Fig. 1: cells by drive strength
Scale bar: 50 µm.
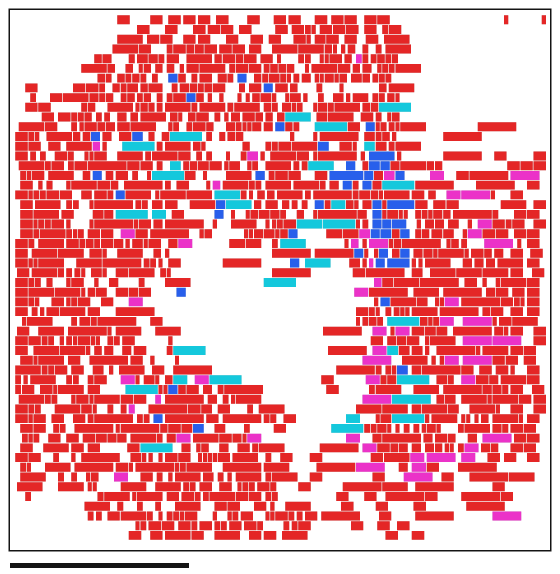
Fig. 2: where the registers sit
Scale bar: 50 µm. Other sequential cells in the stronger gray, the rest of the logic in the fainter gray.
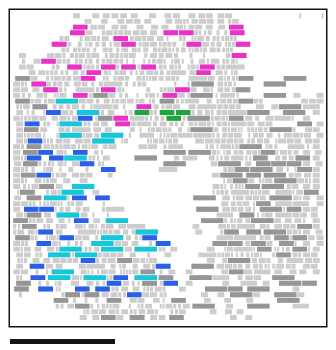
Fig. 3: placement by cell class
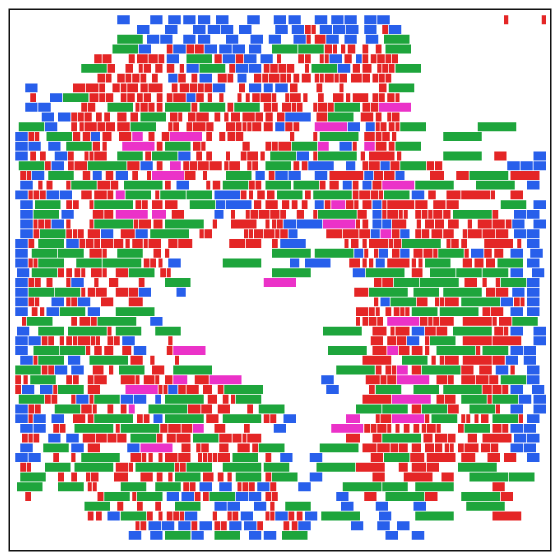
Fig. 4: clock wires, drivers and flops
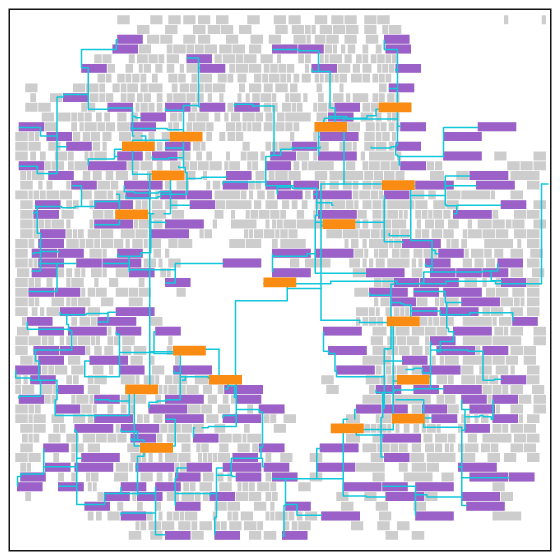
Fig. 5: the clock network
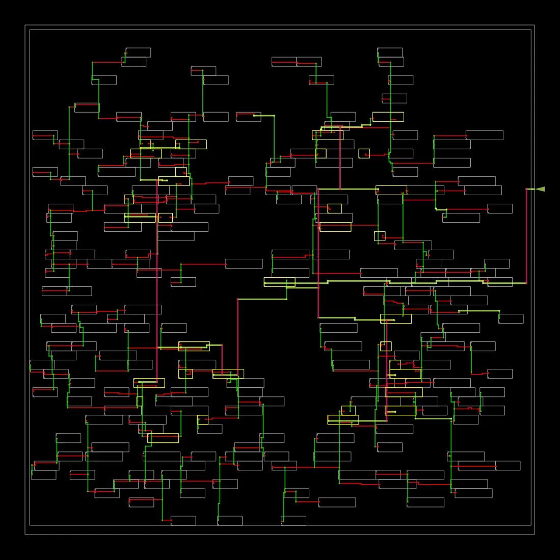
Design split_access_lsu, sky130hd; sources not shown.
==> flow_results.org <==
#+TITLE: Synthesis and PnR summary

** Outcome
- The flow ran to the end, and the final reports show no timing, DRC or antenna violations.

** Synth
- In the synthesized netlist the dominant register cell turns out to be sky130_fd_sc_hd__dfxtp_1.
- The commonest cells after synthesis are sky130_fd_sc_hd__dfxtp_1, sky130_fd_sc_hd__nand2_1, sky130_fd_sc_hd__o21ai_0.
- Of the total synthesized cell area, the portion taken by full adders, half adders and majority gates is 0.00809.
- The number of cells reported by Yosys stat comes to around 1,100.
- Post-synthesis instance area :: roughly 0.010 mm²
- Fraction of the mapped netlist area in simple logic gates :: 0.170
- In this run, synthesis inferred between 60 and 70 flip-flops with an integrated enable.
- Synth flops :: 199
- For reference, the top logic cell family by area is AND-OR/OR-AND gates.
- The cell-mix breakdown from Yosys lists the XOR/XNOR area share as 0.000858.
- Synthesized area per cell :: about 9.3 µm²
- Looking at area per cell type in the netlist, the leader is sky130_fd_sc_hd__dfxtp_1.
- Per the post-synthesis report, the number of cells in the design is 1,096.
- Main area contributors :: sky130_fd_sc_hd__dfxtp_1, sky130_fd_sc_hd__edfxtp_1, sky130_fd_sc_hd__mux2i_1
- Of the post-synthesis cell area, the dominant cell type holds 0.263.
- Post-synth seq share :: 0.454
- The warning tally printed by Yosys for this design is 0.
- For reference, the mux area share after synthesis is 0.127.
- The area recorded from the Yosys report for this design is 0.0102 mm².
- Distinct cell type count after synthesis :: roughly 67
- Of all flip-flops after synthesis, the portion carrying an async set or reset was 0.
- Per the synthesis report, the AND-OR/OR-AND share of the synthesized area is 0.198.
- The synthesis stats list as the most numerous cell sky130_fd_sc_hd__dfxtp_1.

** CTS
- The clock passes through at most 2 buffers.
- Number of H-tree branching levels :: 4
- Clock Pin Slew Worst Setup and Hold Paths :: around 0.08 ns
- Post-CTS Resized :: 0
- CTS tree :: built
- Buffers inserted to repair hold after CTS numbered 0.
- CTS placed an instance of sky130_fd_sc_hd__clkbuf_16 at the clock tree root.
- Per the repair_timing log after CTS, setup buffers inserted total 0.

** Worst setup path
- Register-to-register setup slack :: between 0.5 and 0.6 ns
- On the worst path, the slowest cell contributes a delay of between 0.5 and 0.6 ns.
- The critical path endpoint has a required time of 3.23 ns.
- Counting both buffers and inverters, the worst setup path holds a total of 2.
- The critical path maximum fanout is 30.
- Cells traversed along the worst timing path :: clkdlybuf4s50_1 > or4b_1 > buf_4 > a22oi_1 > nor2_4 > a22oi_1 > nand2_1
- The worst setup path is launched from an input pin.
- For this design, the slowest cell found on the critical path is sky130_fd_sc_hd__or4b_1.
- Logic depth of the worst register-to-register path :: 6
- Dominant delay contributor by cell family on the critical path :: simple AND/OR/NAND/NOR gates
- The timing report lists the critical path depth as 7 cells.
- Worst Path Arrival :: 2.75 ns
- Per STA, the library cell used most along the worst path is sky130_fd_sc_hd__a22oi_1.
- Endpoint kind of the worst setup timing path :: register
- By startpoint and endpoint, the worst setup path is classified as input pin to register.

** Cells and area
- The repair_antennas step left the layout with diodes totalling 0.
- Non-clock buffers, area share :: 0.205
- Layout cell share with drive strength beyond 1 :: 0.0991
- The library cell used most frequently in the layout, excluding fill and tap cells, is sky130_fd_sc_hd__clkdlybuf4s50_1.
- Tally of filler cells in the layout :: ~1,700
- In the layout the commonest cells are sky130_fd_sc_hd__clkdlybuf4s50_1, sky130_fd_sc_hd__dfxtp_1, sky130_fd_sc_hd__nand2_1.
- NumNets Final :: 1,421
- Cell type taking the most area :: logic gates
- Combinational gates :: between 700 and 800
- Combinational gate area :: about 0.0052 mm²
- Measured on the final layout, the clock distribution area share stands at 0.0428.
- Per the layout area report, the combinational fraction of cell area is 0.381.
- Non-clock inverter count in the final layout :: 14

** Floorplanning
- The flow inserted 280 tap cells.
- The overall die size recorded for this design is between 0.02 and 0.025 mm².
- According to the floorplan report, the die width is about 150 µm.
- For this configuration, the core starts out at a cell density of 0.468.
- Number of top-level pins :: ~240
- Placement Rows :: ~54
- Vertical die size :: 151 µm

** Timing
- Checking max transition, the worst relative margin is 0.448.
- Setup violations, final :: 0
- Counting I/O delays and the setup requirement, the final critical path takes ~2.4 ns.
- Slew at the pin closest to its max-slew limit :: just over 0.8 ns
- Final critical-path share of the clock period :: 0.835
- Setup_tns :: 0 ns
- The final timing report lists a hold violation count of 0.
- Pins over their slew limit in the final report were tallied at 0.
- Setup repair after global routing left no endpoint under its margin.
- Top achievable clock speed :: about 410 MHz

** Global routing
- GR Util met1 :: 0.345
- For this run, global-route usage on met3 was measured as 0.0774.
- Vias in the first global route :: between 9,000 and 10,000
- Largest net degree at the start of global routing :: 75
- The global routing report lists met2 layer usage as 0.450.
- Remaining global-route overflow :: 0
- For this run, the total global-route usage over all layers was measured as 0.278.
- The layer flagged by global routing as most heavily used is met2.
- Initial antenna violation count :: 0
- Global-route wire length before repair :: 49,400 µm

** Detailed routing
- Antenna Violating Nets Remaining :: 0
- The routed design shows a via density per instance of ~6.3.
- Detailed Route Iter0 Violations :: ~820
- According to the report, the first pass of detailed routing completed in 6 iterations.
- Per the detail_route report, routed wire per instance is between 20 and 25 µm.
- Via count :: 10,100
- The routed design has roughly 32,000 µm of wire.
- The routed layout reports a DRC error count of 0.

** Worst hold path
- Cell depth of the worst min-delay path :: 2
- Worst min-delay path category :: register to register

** Place
- After legalization and detailed placement, the total HPWL measured ~22,000 µm.
- Number of I/O port buffers :: between 200 and 250
- Routability congestion estimate :: between 1 and 1.5

** Flow run
- Warning total across the stage logs :: 25
- Max-cap violations :: 0

** Power
- Peak supply drop :: roughly 0.00038 V
- Per the OpenROAD power report, leakage power amounts to about 5 nW.
- The flow reported a cell area power density of 500 mW/mm².
About Fig. 1:
legend:
  x2:
    color: magenta
    cells: 53
    share: 4.0%
    most_used: mux2_2
  x6 and larger:
    color: cyan
    cells: 32
    share: 2.4%
    most_used: clkbuf_16
  x1 and smaller:
    color: red
    cells: 1,191
    share: 90%
    most_used: clkdlybuf4s50_1
  x3 and x4:
    color: blue
    cells: 46
    share: 3.5%
    most_used: buf_4
setup ws final: 0.479 ns
Non-clk bufs: 282
total non-filler cell area in the finished layout: 0.0136 mm²
synth-to-layout area growth: 33.4%

About Fig. 2:
legend:
  `mem_wstrb`:
    color: green
    placed_flops: 4
  `mem_addr`:
    color: magenta
    placed_flops: 30
  `mem_wdata`:
    color: blue
    placed_flops: 32
  `lat_wdata`:
    color: cyan
    placed_flops: 24
not colored: 109
share of the final layout cell area in sequential cells: 0.340
power dissipated in sequential cells: 3.11 mW
flip-flop and latch area: 0.00463 mm²

About Fig. 3:
legend:
  clock drivers and dummy loads:
    color: magenta
    cells: 32
    share_of_their_area: 4.4%
  registers:
    color: green
    cells: 199
    share_of_their_area: 35%
  remaining buffers and delay cells:
    color: blue
    cells: 282
    share_of_their_area: 21%
  remaining logic cells:
    color: red
    cells: 809
    share_of_their_area: 40%
post-layout util: 0.624
Core Footprint: 0.0218 mm²

About Fig. 4:
legend:
  flip-flops:
    color: purple
    count: 199
  clock wires:
    color: cyan
    length: 2,490 µm
  clock-net drivers:
    color: orange
    count: 17
routed clock nets: 18
Worst-Skew Late Latency: 0.45 ns
Clock Skews: 0.0120 ns
total clock network power: 2.42 mW
power share of the clock group: 0.356

About Fig. 5:
number of sequential cells: 199
number of buffers created by CTS: 17
number of clock sinks: 199
Clock buffer cells: 17

==> through the flow <==
stage	instance area [µm²]	cells	hold slack (ns)	setup WS, ns	total power [mW]
6_report	13600	1602	0.461	0.479	6.81
5_1_grt	13600	1602	0.496	0.421	7.03
4_1_cts	13600	1602	0.468	0.368	6.80
3_5_place_dp	13000	1570	0.451	-0.0897	4.42
3_3_place_gp	13000	1570	0.433	0.0348	4.39
2_1_floorplan	9840	1008	0.480	-2.14	3.75
==> routing by layer <==
layer,vias to the layer above,wire length (µm)
met5,-,0
met4,0,992
met3,101,3400
met2,582,15300
met1,4801,12600
li1,4567,-
==> where the power goes <==
part | leakage (nW) | total (mW) | switching, mW | internal (mW)
logic | 3.03 | 1.28 | 0.670 | 0.605
clock network | 0.286 | 2.42 | 1.20 | 1.22
registers | 1.68 | 3.11 | 0.109 | 3.00
Power and IR drop assume default switching activity.
